**src/rtl/alu_seq_pkg.sv**
```systemverilog
// alu_seq_pkg
//   Shared definitions for the sequential ALU core: opcode values, FSM state
//   encoding and the bit positions of the {Z,N,C,V} flag vector.
//   No ports; imported by alu_seq_core and alu_shift_add_mul.
package alu_seq_pkg;

   localparam logic [3:0] OP_ADD  = 4'd0;
   localparam logic [3:0] OP_SUB  = 4'd1;
   localparam logic [3:0] OP_AND  = 4'd2;
   localparam logic [3:0] OP_OR   = 4'd3;
   localparam logic [3:0] OP_XOR  = 4'd4;
   localparam logic [3:0] OP_NOTA = 4'd5;
   localparam logic [3:0] OP_SHL  = 4'd6;
   localparam logic [3:0] OP_SHR  = 4'd7;
   localparam logic [3:0] OP_SRA  = 4'd8;
   localparam logic [3:0] OP_MUL  = 4'd9;
   localparam logic [3:0] OP_CMP  = 4'd10;
   localparam logic [3:0] OP_PASS = 4'd11;

   typedef enum logic [1:0] {
      S_A   = 2'd0,
      S_B   = 2'd1,
      S_OP  = 2'd2,
      S_MUL = 2'd3
   } state_t;

   localparam int FLAG_Z = 3;
   localparam int FLAG_N = 2;
   localparam int FLAG_C = 1;
   localparam int FLAG_V = 0;

   function automatic logic [3:0] pack_flags(input logic z, input logic n,
                                             input logic c, input logic v);
      logic [3:0] f;
      f         = '0;
      f[FLAG_Z] = z;
      f[FLAG_N] = n;
      f[FLAG_C] = c;
      f[FLAG_V] = v;
      return f;
   endfunction

endpackage

```
**src/rtl/alu_shift_add_mul.sv**
```systemverilog
// alu_shift_add_mul
//   Unsigned WIDTH x WIDTH shift-add multiplier, one partial product per cycle.
//   Ports:
//     clk, reset   clock, asynchronous active-low reset
//     start        load a/b and begin (ignored while busy)
//     abort        synchronous abort, returns to idle
//     a, b         multiplicand / multiplier
//     busy         high for the WIDTH step cycles
//     done         high during the final step cycle; product is valid then
//     product      2*WIDTH accumulator value after the current step
module alu_shift_add_mul
   import alu_seq_pkg::*;
#(
   parameter int WIDTH = 8
) (
   input  logic               clk,
   input  logic               reset,
   input  logic               start,
   input  logic               abort,
   input  logic [WIDTH-1:0]   a,
   input  logic [WIDTH-1:0]   b,
   output logic               busy,
   output logic               done,
   output logic [2*WIDTH-1:0] product
);

   localparam int CNT_W = $clog2(WIDTH + 1);

   logic [2*WIDTH-1:0] mcand_q;
   logic [2*WIDTH-1:0] acc_q;
   logic [2*WIDTH-1:0] acc_next;
   logic [WIDTH-1:0]   mplier_q;
   logic [CNT_W-1:0]   cnt_q;
   logic               busy_q;

   // Exposing the post-step value lets the caller capture the result on the
   // last step edge, so the multiply occupies exactly WIDTH cycles.
   assign acc_next = acc_q + (mplier_q[0] ? mcand_q : '0);
   assign product  = acc_next;
   assign busy     = busy_q;
   assign done     = busy_q && (cnt_q == CNT_W'(1));

   always_ff @(posedge clk or negedge reset) begin
      if (!reset) begin
         mcand_q  <= '0;
         acc_q    <= '0;
         mplier_q <= '0;
         cnt_q    <= '0;
         busy_q   <= 1'b0;
      end else if (abort) begin
         cnt_q  <= '0;
         busy_q <= 1'b0;
      end else if (start && !busy_q) begin
         mcand_q  <= {{WIDTH{1'b0}}, a};
         mplier_q <= b;
         acc_q    <= '0;
         cnt_q    <= CNT_W'(WIDTH);
         busy_q   <= 1'b1;
      end else if (busy_q) begin
         acc_q    <= acc_next;
         mcand_q  <= mcand_q << 1;
         mplier_q <= mplier_q >> 1;
         cnt_q    <= cnt_q - CNT_W'(1);
         if (cnt_q == CNT_W'(1))
            busy_q <= 1'b0;
      end
   end

endmodule

```
**src/rtl/alu_seq_core.sv**
```systemverilog
// alu_seq_core
//   Sequential ALU: A, B and the opcode are entered one per go rising edge
//   from data_in/op_sel; result and {Z,N,C,V} flags are registered.
//   Ports:
//     clk, reset          clock, asynchronous active-low reset
//     go                  step request (rising edge = one event)
//     clear               synchronous clear, wins over go
//     data_in, op_sel     operand bus and opcode
//     a_val, b_val        registered operands
//     y_val, flags        registered result and {Z,N,C,V}
//     state               FSM state (0 S_A, 1 S_B, 2 S_OP, 3 S_MUL)
//     busy                high in S_MUL
//     done                one-cycle pulse once a new result is visible
//     err                 last result came from a reserved opcode
module alu_seq_core
   import alu_seq_pkg::*;
#(
   parameter int WIDTH      = 8,
   parameter bit ACCUM_MODE = 1'b0
) (
   input  logic             clk,
   input  logic             reset,
   input  logic             go,
   input  logic             clear,
   input  logic [WIDTH-1:0] data_in,
   input  logic [3:0]       op_sel,
   output logic [WIDTH-1:0] a_val,
   output logic [WIDTH-1:0] b_val,
   output logic [WIDTH-1:0] y_val,
   output logic [3:0]       flags,
   output logic [1:0]       state,
   output logic             busy,
   output logic             done,
   output logic             err
);

   state_t             state_q;
   logic [WIDTH-1:0]   a_q, b_q, y_q;
   logic [3:0]         flags_q;
   logic               go_q, done_q, err_q;
   logic               ev;

   logic signed [WIDTH-1:0] a_s;
   logic [WIDTH:0]     sum_ext, diff_ext;
   logic [WIDTH-1:0]   alu_y;
   logic               alu_c, alu_v, alu_err;

   logic               mul_start, mul_busy, mul_done;
   logic [2*WIDTH-1:0] mul_prod;

   logic               res_commit;
   logic [WIDTH-1:0]   res_y;
   logic               res_c, res_v, res_err;

   assign ev        = go & ~go_q;
   assign a_s       = a_q;
   assign mul_start = (state_q == S_OP) && ev && !clear && (op_sel == OP_MUL);

   assign a_val = a_q;
   assign b_val = b_q;
   assign y_val = y_q;
   assign flags = flags_q;
   assign state = state_q;
   assign busy  = (state_q == S_MUL);
   assign done  = done_q;
   assign err   = err_q;

   alu_shift_add_mul #(.WIDTH(WIDTH)) u_mul (
      .clk     (clk),
      .reset   (reset),
      .start   (mul_start),
      .abort   (clear),
      .a       (a_q),
      .b       (b_q),
      .busy    (mul_busy),
      .done    (mul_done),
      .product (mul_prod)
   );

   // Single-cycle operation mux. Shifts by B >= WIDTH fall out of the
   // language semantics: 0 for << and >>, sign fill for signed >>>.
   always_comb begin
      alu_y    = '0;
      alu_c    = 1'b0;
      alu_v    = 1'b0;
      alu_err  = 1'b0;
      sum_ext  = {1'b0, a_q} + {1'b0, b_q};
      diff_ext = {1'b0, a_q} - {1'b0, b_q};
      case (op_sel)
         OP_ADD: begin
            alu_y = sum_ext[WIDTH-1:0];
            alu_c = sum_ext[WIDTH];
            alu_v = (a_q[WIDTH-1] == b_q[WIDTH-1]) && (alu_y[WIDTH-1] != a_q[WIDTH-1]);
         end
         OP_SUB: begin
            // The extra bit of the zero-extended difference is the borrow.
            alu_y = diff_ext[WIDTH-1:0];
            alu_c = diff_ext[WIDTH];
            alu_v = (a_q[WIDTH-1] != b_q[WIDTH-1]) && (alu_y[WIDTH-1] != a_q[WIDTH-1]);
         end
         OP_AND:  alu_y = a_q & b_q;
         OP_OR:   alu_y = a_q | b_q;
         OP_XOR:  alu_y = a_q ^ b_q;
         OP_NOTA: alu_y = ~a_q;
         OP_SHL:  alu_y = a_q << b_q;
         OP_SHR:  alu_y = a_q >> b_q;
         OP_SRA:  alu_y = a_s >>> b_q;
         OP_MUL:  alu_y = '0;
         OP_CMP:  alu_y = {{(WIDTH-1){1'b0}}, (a_q < b_q)};
         OP_PASS: alu_y = b_q;
         default: alu_err = 1'b1;
      endcase
   end

   // One result path for both single-cycle ops and the multiply completion.
   always_comb begin
      res_commit = 1'b0;
      res_y      = alu_y;
      res_c      = alu_c;
      res_v      = alu_v;
      res_err    = alu_err;
      if ((state_q == S_OP) && ev && (op_sel != OP_MUL)) begin
         res_commit = 1'b1;
      end else if ((state_q == S_MUL) && mul_done) begin
         res_commit = 1'b1;
         res_y      = mul_prod[WIDTH-1:0];
         res_c      = |mul_prod[2*WIDTH-1:WIDTH];
         res_v      = 1'b0;
         res_err    = 1'b0;
      end
   end

   always_ff @(posedge clk or negedge reset) begin
      if (!reset) begin
         state_q <= S_A;
         a_q     <= '0;
         b_q     <= '0;
         y_q     <= '0;
         flags_q <= '0;
         go_q    <= 1'b0;
         done_q  <= 1'b0;
         err_q   <= 1'b0;
      end else begin
         go_q   <= go;
         done_q <= 1'b0;
         if (clear) begin
            state_q <= S_A;
            a_q     <= '0;
            b_q     <= '0;
            y_q     <= '0;
            flags_q <= '0;
            err_q   <= 1'b0;
         end else if (res_commit) begin
            y_q     <= res_y;
            flags_q <= pack_flags(res_y == '0, res_y[WIDTH-1], res_c, res_v);
            err_q   <= res_err;
            done_q  <= 1'b1;
            if (ACCUM_MODE) begin
               a_q     <= res_y;
               state_q <= S_B;
            end else begin
               state_q <= S_A;
            end
         end else begin
            case (state_q)
               S_A: if (ev) begin
                  a_q     <= data_in;
                  state_q <= S_B;
               end
               S_B: if (ev) begin
                  b_q     <= data_in;
                  state_q <= S_OP;
               end
               S_OP: if (ev) state_q <= S_MUL;
               default: ;
            endcase
         end
      end
   end

endmodule

```
**config.mk**
```make
export PLATFORM = sky130hd
export DESIGN_NAME = alu_seq_core
export DESIGN_NICKNAME = d
export VERILOG_FILES = /design/src/rtl/alu_seq_pkg.sv /design/src/rtl/alu_shift_add_mul.sv /design/src/rtl/alu_seq_core.sv
export SDC_FILE = /design/constraint.sdc
export NUM_CORES = 1
export LEC_CHECK = 0
export ABC_AREA = 0
export CORE_MARGIN = 8
export CORE_UTILIZATION = 58
export CTS_CLUSTER_SIZE = 12
export DETAILED_ROUTE_END_ITERATION = 8
export PLACE_DENSITY = 0.79
export SKIP_LAST_GASP = 1
export SYNTH_ARGS = -nofsm -noshare
export SYNTH_HDL_FRONTEND = slang
export SYNTH_SLANG_ARGS = --single-unit
export TNS_END_PERCENT = 10
```
**constraint.sdc**
```tcl
create_clock -name clk -period 4.39 [get_ports clk]
set_input_delay 0.878 -clock clk [delete_from_list [all_inputs] [get_ports clk]]
set_output_delay 0.878 -clock clk [all_outputs]
set_load 0.02 [all_outputs]
```
### Metal 1

Scale bar: 20 microns. Cells faint in the background.
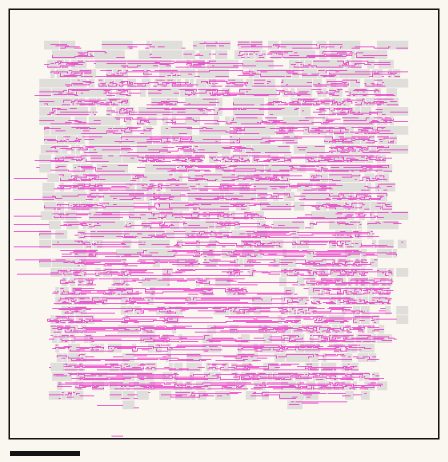
818 nets have wire on it. The wires run mostly horizontal.

### M4 wires

Scale bar: 20 microns.
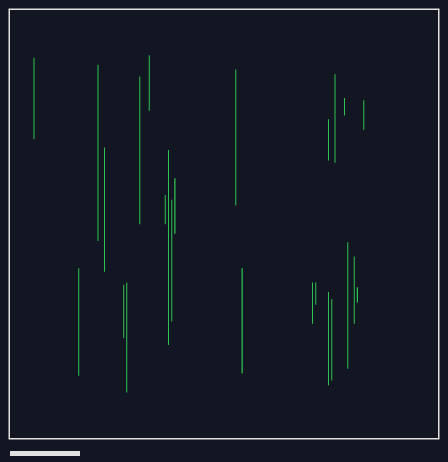
The layer carries 603 microns of wire. The layer holds 2.6% of the routed length. 21 nets have wire on it. The longest straight run is 55.8 microns. The wires run mostly vertical.

### The clock network

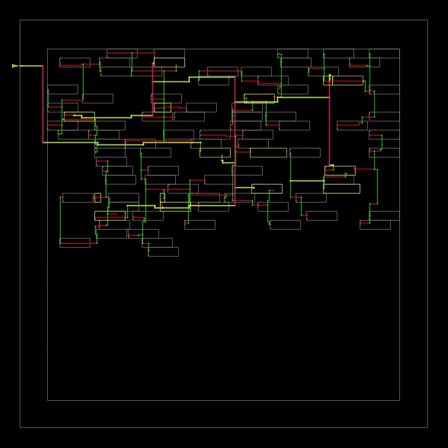
CTS Buf Count: 9
P_clk: 0.797 mW
number of clock buffers in the layout: 11

### Signal wires on met2

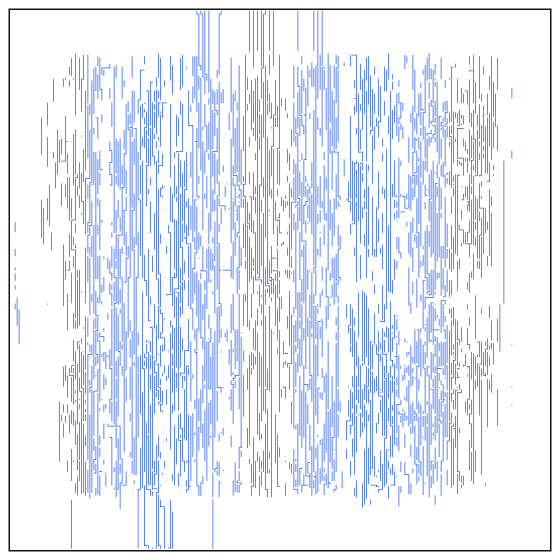
The layer holds 46% of the routed length. The longest straight run is 49.3 microns. The wires run mostly vertical.

==> results.txt <==
This memo summarizes the results of the implementation run.

Logic synthesis
In the synthesized netlist, the dominant kind of combinational cell is AND-OR/OR-AND gates. Yosys stat counts 785 cells in the synthesized netlist. The area of the mapped netlist is 6640 sq um. The most frequently used library cell after synthesis is sky130_fd_sc_hd__dfrtp_1. The number of synthesized register bits is 77. In this run, the synthesized area fraction spent on xor and xnor cells is recorded as 0.0224. The average instance in the mapped netlist occupies 8.46 sq um. Ranked by total cell area, the synthesized netlist is headed by sky130_fd_sc_hd__dfrtp_1 29%, sky130_fd_sc_hd__ha_1 8.7%, sky130_fd_sc_hd__nor2_1 3.9%, sky130_fd_sc_hd__o21ai_0 3.8%, sky130_fd_sc_hd__a22oi_1 3.8%. Per the synthesis report, the adder-cell share of the synthesized area is 0.0957. The number of distinct standard cells referenced by the synthesized netlist is 84.

STA
The final worst-path cycle share is 0.876. Looking at the max-slew report, the worst-margin pin has a slew of 1.12 ns. The number of hold violations in the final report is 0. Counting pins that exceed their max-slew limit in the final report gives 0. The final timing report lists clock skew as ~0.0055 ns. Setup repair after global routing left no endpoint under its margin. Checking max transition, the worst relative margin is 0.249.

Floorplanning
The number of placement rows is 39. The share of the core filled by cells before placement is 0.589. The die covers about 15000 sq um. The die width is about 120 microns.

CTS
The number of hold buffers added after CTS is 0. The number of gates resized after CTS was 0. The clock-pin transition on the worst setup and hold timing paths is 0.06 ns. In this run the post-CTS setup repair buffer count came out at 0. TritonCTS reports the number of clock sinks as 77.

The clock root buffer is sky130_fd_sc_hd__clkbuf_16.

Power
The power report attributes to the sequential group a share of 0.316. The power drawn by the sequential cells is 0.810 mW. The maximum vdd ir drop is around 0.00034 V. Power comes to 2.56 mW.

Cell internal power was estimated by the tool at about 1.6 mW. The power group with the highest consumption is combinational logic. The power report puts the net switching power at ~0.94 mW. The fraction of power consumed by combinational cells is 0.373. The switching fraction of total power is 0.369.

Setup path
In the setup report, the worst path falls into the class input pin to register. The length in cells of the worst reg-to-reg path is 11. The data arrival time at the worst-slack endpoint is approximately 4 ns.

The largest fanout on the critical path is 15. The capture point of the worst register-to-register path is recorded as flags[1]$_DFFE_PN0P_. The longest individual stage delay on the worst path is 0.81 ns. The register-to-register path setup slack is around 0.55 ns. The timing report shows that the slowest cell on the worst path is sky130_fd_sc_hd__clkdlybuf4s50_1.

The data required time of the critical path is 4.62 ns. The cell repeated most along the worst path is sky130_fd_sc_hd__buf_4. Per STA, the worst path is made up of clkdlybuf4s50_1, buf_4, buf_4, nor4b_2, buf_4, a21oi_1, a2111oi_0, nor4_1, o21ai_0, nor4b_2, a32o_1.

Routing
The met3 routed wirelength is 2340 microns. Signal routing reaches up to met4. Once iteration 0 of detailed routing completed, the report listed around 940 DRC markers. Per the detail_route report, routed wire per instance is 24.0 microns.

Cells and area
The number of nets at the end of the flow is 887. In the final layout, the registers with the most flip-flops are u_mul.acc_q x16, u_mul.mcand_q x16. The antenna cell count is 0. The most common logic cells in the final layout are 77 x sky130_fd_sc_hd__dfrtp_1, 68 x sky130_fd_sc_hd__nor2_1, 59 x sky130_fd_sc_hd__nand2_1.

Global route
The via count of the first global-routing pass is 6406. The initial antenna violation count is 0. The wire length of the first global-routing pass is 36400 microns.

Placement
Note, the detailed placer reported a final HPWL of 17100 microns. Port buffering added 48 buffers. The placed standard-cell area is 7260 sq um.

Outcome
The flow ran to the end, and the final reports show no timing, DRC or antenna violations.
[cell type report]
cell class	instances	area, sq um	share of cell area
Clock inverter	4	72.6	0.00958
Timing Repair Buffer	78	698	0.0922
Clock buffer	11	243	0.0320
Tap cell	143	179	0.0236
Sequential cell	77	1930	0.254
Multi-Input combinational cell	623	4330	0.572
Inverter	33	124	0.0164
[metrics by stage]
step	std cells	hold slack (ns)	setup slack (ns)
final	969	0.485	0.542
after global routing	969	0.501	0.314
after CTS	969	0.487	0.676
after detailed placement	954	0.475	0.339
after global placement	954	0.470	0.354
after floorplan	785	0.453	1.50
[critical path, delay by kind of cell]
| family | cells | cell delay (ns) |
|---|---|---|
| AOI/OAI and AO/OA | 4 | 1.31 |
| buffers and inverters | 4 | 1.43 |
| and+or+nand+nor | 3 | 0.45 |
Power figures rest on the tool's default switching activity, not on a simulated workload.
